### Pin placement

Pins as bars across the die edge, other pins in grey.
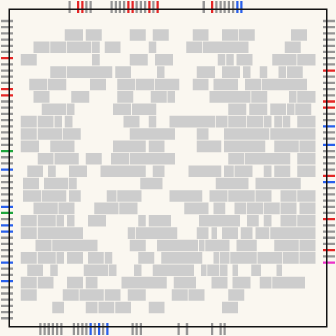
### Wiring heat map

14 x 14 tiles, from dark blue (low) to red (high), scaled to the fullest tile. Values are wire area over tile area, all layers added.
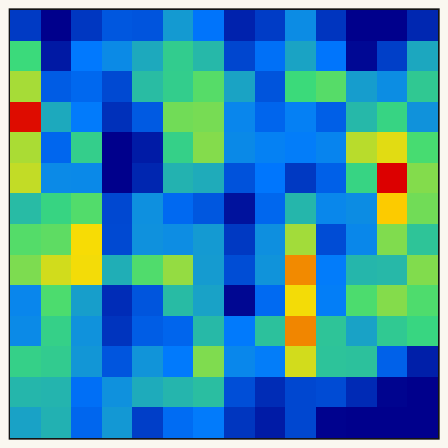
### Selected gate families

Bar = 20 um.
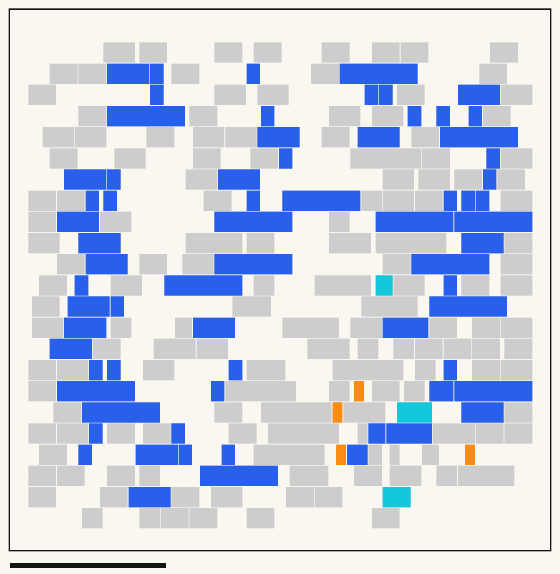
==> src/rtl/single_port_ram_arbiter.sv <==
// single_port_ram_arbiter
//
// Shares one single-port synchronous RAM (byte write enables, 1-cycle read
// latency) between port 0 (CPU data bus) and port 1 (debug/DMA loader).
// At most one access is issued per cycle; the winner sees a same-cycle ack
// and, for reads, a registered rvalid one cycle later. A requester that is
// granted with its lock input high keeps exclusive ownership until it makes
// a granted access with lock low.
//
// Build option:
//   SRAM_ARB_ROUND_ROBIN_EN defined   -> IDLE ties alternate using last_grant
//   SRAM_ARB_ROUND_ROBIN_EN undefined -> port 0 always wins IDLE ties
// Lock behaviour is the same in both builds.

module single_port_ram_arbiter #(
    parameter int ADDR_WIDTH = 14,
    parameter int DATA_WIDTH = 16
) (
    input  logic                      clk,
    input  logic                      reset,

    input  logic                      req_0,
    input  logic                      lock_0,
    input  logic [ADDR_WIDTH-1:0]     addr_0,
    input  logic [DATA_WIDTH-1:0]     wdata_0,
    input  logic [DATA_WIDTH/8-1:0]   we_0,
    output logic                      ack_0,
    output logic                      rvalid_0,

    input  logic                      req_1,
    input  logic                      lock_1,
    input  logic [ADDR_WIDTH-1:0]     addr_1,
    input  logic [DATA_WIDTH-1:0]     wdata_1,
    input  logic [DATA_WIDTH/8-1:0]   we_1,
    output logic                      ack_1,
    output logic                      rvalid_1,

    output logic [DATA_WIDTH-1:0]     rdata,

    output logic [ADDR_WIDTH-1:0]     ram_addr,
    output logic [DATA_WIDTH-1:0]     ram_din,
    output logic [DATA_WIDTH/8-1:0]   ram_write_en,
    input  logic [DATA_WIDTH-1:0]     ram_dout
);

    localparam int BE_WIDTH = DATA_WIDTH / 8;

    // Ownership states: IDLE arbitrates, OWNi admits only requester i.
    localparam logic [1:0] IDLE = 2'd0;
    localparam logic [1:0] OWN0 = 2'd1;
    localparam logic [1:0] OWN1 = 2'd2;

    logic [1:0] state;
    logic [1:0] state_next;
    logic       last_grant;     // 0: port 0 granted last, 1: port 1 granted last
    logic       tie_to_1;       // IDLE tie goes to port 1 when set
    logic       grant_0;
    logic       grant_1;
    logic       read_0;
    logic       read_1;

    // Tie-break decision for the IDLE state.
    always_comb begin
`ifdef SRAM_ARB_ROUND_ROBIN_EN
        // The port that did not win last time takes the tie.
        tie_to_1 = ~last_grant;
`else
        // Fixed priority: port 0 always takes the tie; last_grant is tracked
        // but has no say in the decision.
        tie_to_1 = 1'b0 & last_grant;
`endif
    end

    // Grant selection and ownership next-state.
    always_comb begin
        grant_0    = 1'b0;
        grant_1    = 1'b0;
        state_next = state;

        // Reset masks every grant so the RAM sees no access while it is held.
        if (!reset) begin
            case (state)
                IDLE: begin
                    if (req_0 && req_1) begin
                        grant_0 = ~tie_to_1;
                        grant_1 = tie_to_1;
                    end else begin
                        grant_0 = req_0;
                        grant_1 = req_1;
                    end
                end
                OWN0:    grant_0 = req_0;
                OWN1:    grant_1 = req_1;
                default: ;
            endcase
        end

        // A granted access decides whether ownership is taken, kept or dropped;
        // without a grant the current ownership persists.
        if (grant_0) begin
            state_next = lock_0 ? OWN0 : IDLE;
        end else if (grant_1) begin
            state_next = lock_1 ? OWN1 : IDLE;
        end else if (state != OWN0 && state != OWN1) begin
            state_next = IDLE;
        end
    end

    assign ack_0  = grant_0;
    assign ack_1  = grant_1;
    assign read_0 = grant_0 && (we_0 == '0);
    assign read_1 = grant_1 && (we_1 == '0);

    // RAM command mux; all-zero when nothing is granted.
    always_comb begin
        ram_addr     = '0;
        ram_din      = '0;
        ram_write_en = '0;
        if (grant_0) begin
            ram_addr     = addr_0;
            ram_din      = wdata_0;
            ram_write_en = we_0;
        end else if (grant_1) begin
            ram_addr     = addr_1;
            ram_din      = wdata_1;
            ram_write_en = we_1;
        end
    end

    // Read data comes straight from the macro; rvalid qualifies it.
    assign rdata = ram_dout;

    // Ownership state register.
    always_ff @(posedge clk or posedge reset) begin
        if (reset) begin
            state <= IDLE;
        end else begin
            state <= state_next;
        end
    end

    // Remember the most recent winner; resets to port 1 so port 0 wins the first tie.
    always_ff @(posedge clk or posedge reset) begin
        if (reset) begin
            last_grant <= 1'b1;
        end else if (grant_0) begin
            last_grant <= 1'b0;
        end else if (grant_1) begin
            last_grant <= 1'b1;
        end
    end

    // Read-valid strobes follow a read grant by one cycle, matching RAM latency.
    always_ff @(posedge clk or posedge reset) begin
        if (reset) begin
            rvalid_0 <= 1'b0;
            rvalid_1 <= 1'b0;
        end else begin
            rvalid_0 <= read_0;
            rvalid_1 <= read_1;
        end
    end

    // Byte enables are passed through untouched, so width must divide evenly.
    logic unused_be_width;
    assign unused_be_width = (BE_WIDTH * 8 == DATA_WIDTH);

endmodule

==> config.mk <==
export PLATFORM = sky130hd
export DESIGN_NAME = single_port_ram_arbiter
export DESIGN_NICKNAME = d
export VERILOG_FILES = /design/src/rtl/single_port_ram_arbiter.sv
export SDC_FILE = /design/constraint.sdc
export NUM_CORES = 1
export LEC_CHECK = 0
export CAP_MARGIN = 10
export CORE_MARGIN = 2
export CORE_UTILIZATION = 28
export DETAILED_ROUTE_END_ITERATION = 8
export GPL_ROUTABILITY_DRIVEN = 0
export HOLD_SLACK_MARGIN = 0.12
export PLACE_DENSITY_LB_ADDON = 0.05
export SLEW_MARGIN = 40
export SYNTH_ARGS = -nofsm -noshare
export SYNTH_HDL_FRONTEND = slang
export SYNTH_SLANG_ARGS = --single-unit
==> constraint.sdc <==
create_clock -name clk -period 2 [get_ports clk]
set_input_delay 0.2 -clock clk [delete_from_list [all_inputs] [get_ports clk]]
set_output_delay 0.2 -clock clk [all_outputs]
set_load 0.03 [all_outputs]
==> run summary <==
The run has ended; figures from its reports follow.

The fraction of final layout cells with drive strength greater than 1 is 46.2%. In the final report, the number of pins over their slew limit comes to 0. The dominant power group is combinational cells.

The cell at the root of the clock tree is sky130_fd_sc_hd__clkbuf_8. The final design instance area without fill came out at 2620 um2. The critical setup path kind is input pin to primary output.

Per the timing report, the achievable frequency comes out to 496 MHz. TritonCTS built the clock tree. The capturing point of the worst reg2reg path is state[1]$_DFFE_PP0P_. Between the synthesized netlist and the finished layout, the area growth was recorded as 119%. The routed length per instance came out at 17.0 um. On the reported timing paths, the clock transition at the registers reads 30 ps. 138 I/O pins were placed. The part of the power in the clock network is 15.5%. The CTS buffer count came out at 3. Once the clock tree was built, the setup fixing pass inserted 5 buffers. The cell sequence reported for the critical path is clkdlybuf4s50_1 -> nand2b_1 -> buf_12 -> buf_4 -> o21ai_0 -> o2bb2ai_4 -> buf_6. Tracing the worst setup path back leads to its startpoint at reset. The run finished, with violations left. The leakage power is 0.970 nW.

The delay of the slowest critical-path stage came out at ~450 ps. The yosys-reported design area after synthesis came out at 1200 um2. The checks that failed: setup timing. The final design utilization came out at 64.5%. The met1 global-route usage came out at 18.4%.

The net count after synthesis is 211. The via count came out at 1419. The clock net sink count came out at 4. The post-layout worst setup margin came out at -17.5 ps. The fraction of the cycle the final worst path needs came out at 101%. For this run, the final setup violation count is recorded as 2.

The number of vias per cell came out at about 5.2. The combinational cell power came out at just over 800 uW. The top cell types in the final layout, fill and taps aside, are sky130_fd_sc_hd__clkdlybuf4s50_1, sky130_fd_sc_hd__buf_6, sky130_fd_sc_hd__o21ai_1. The register bit total from synthesis came out at 4. The starting DRC count in detailed routing is 18. The startpoint of the worst-slack reg-to-reg timing path is state[1]$_DFFE_PP0P_. The first-pass GRT wire length came out at roughly 6600 um.
## Picture notes: 'Pin placement'
Key: blue = `addr_1` [pins 14, direction input, edge 6 left, 3 bottom, 3 right, 2 top]; magenta = `ack_1` [pins 1, direction output, edge right]; green = `ram_write_en` [pins 2, direction output, edge left]; red = `ram_din` [pins 16, direction output, edge 7 top, 6 right, 3 left]

## Picture notes: 'Wiring heat map'
The fullest tile reaches 0.48. 19% of the tiles are over half the peak. The densest ninth of the die: middle right. The mean over all tiles is 0.16. 6.6% of the tiles are nearly empty.

## Picture notes: 'Selected gate families'
Key: cyan = and/or cells [cells 3]; blue = aoi and oai cells [cells 69, most used o21ai_1, where widely spread]; orange = inv cells [cells 4, most used inv_2]

[cell type report]
type	instances	area (um2)	area share (%)
Clock buffer	3	41.3	1.58
Inverter	4	15.0	0.574
Tap cell	50	62.6	2.39
Sequential cell	4	100	3.82
Timing Repair Buffer	126	1340	51.2
Multi-Input combinational cell	84	1060	40.4
[critical path, delay by kind of cell]
family | cells | cell delay (ps)
buf+inv | 4 | 950
compound gates | 2 | 450
simple gates | 1 | 200
[cell families (layout without fill, tap and decap cells)]
kind of cell               count (synthesis)  in the layout  share of synthesized area (%)
adders and majority gates                  4              4                           4.18
buffers and inverters                     33            133                           22.5
AOI/OAI and AO/OA                         69             69                           57.1
muxes                                      1              1                          0.940
and+or+nand+nor                           10             10                           7.00
DFF                                        4              4                           8.36
No activity file was given, so power comes from the tool's default toggle rates.
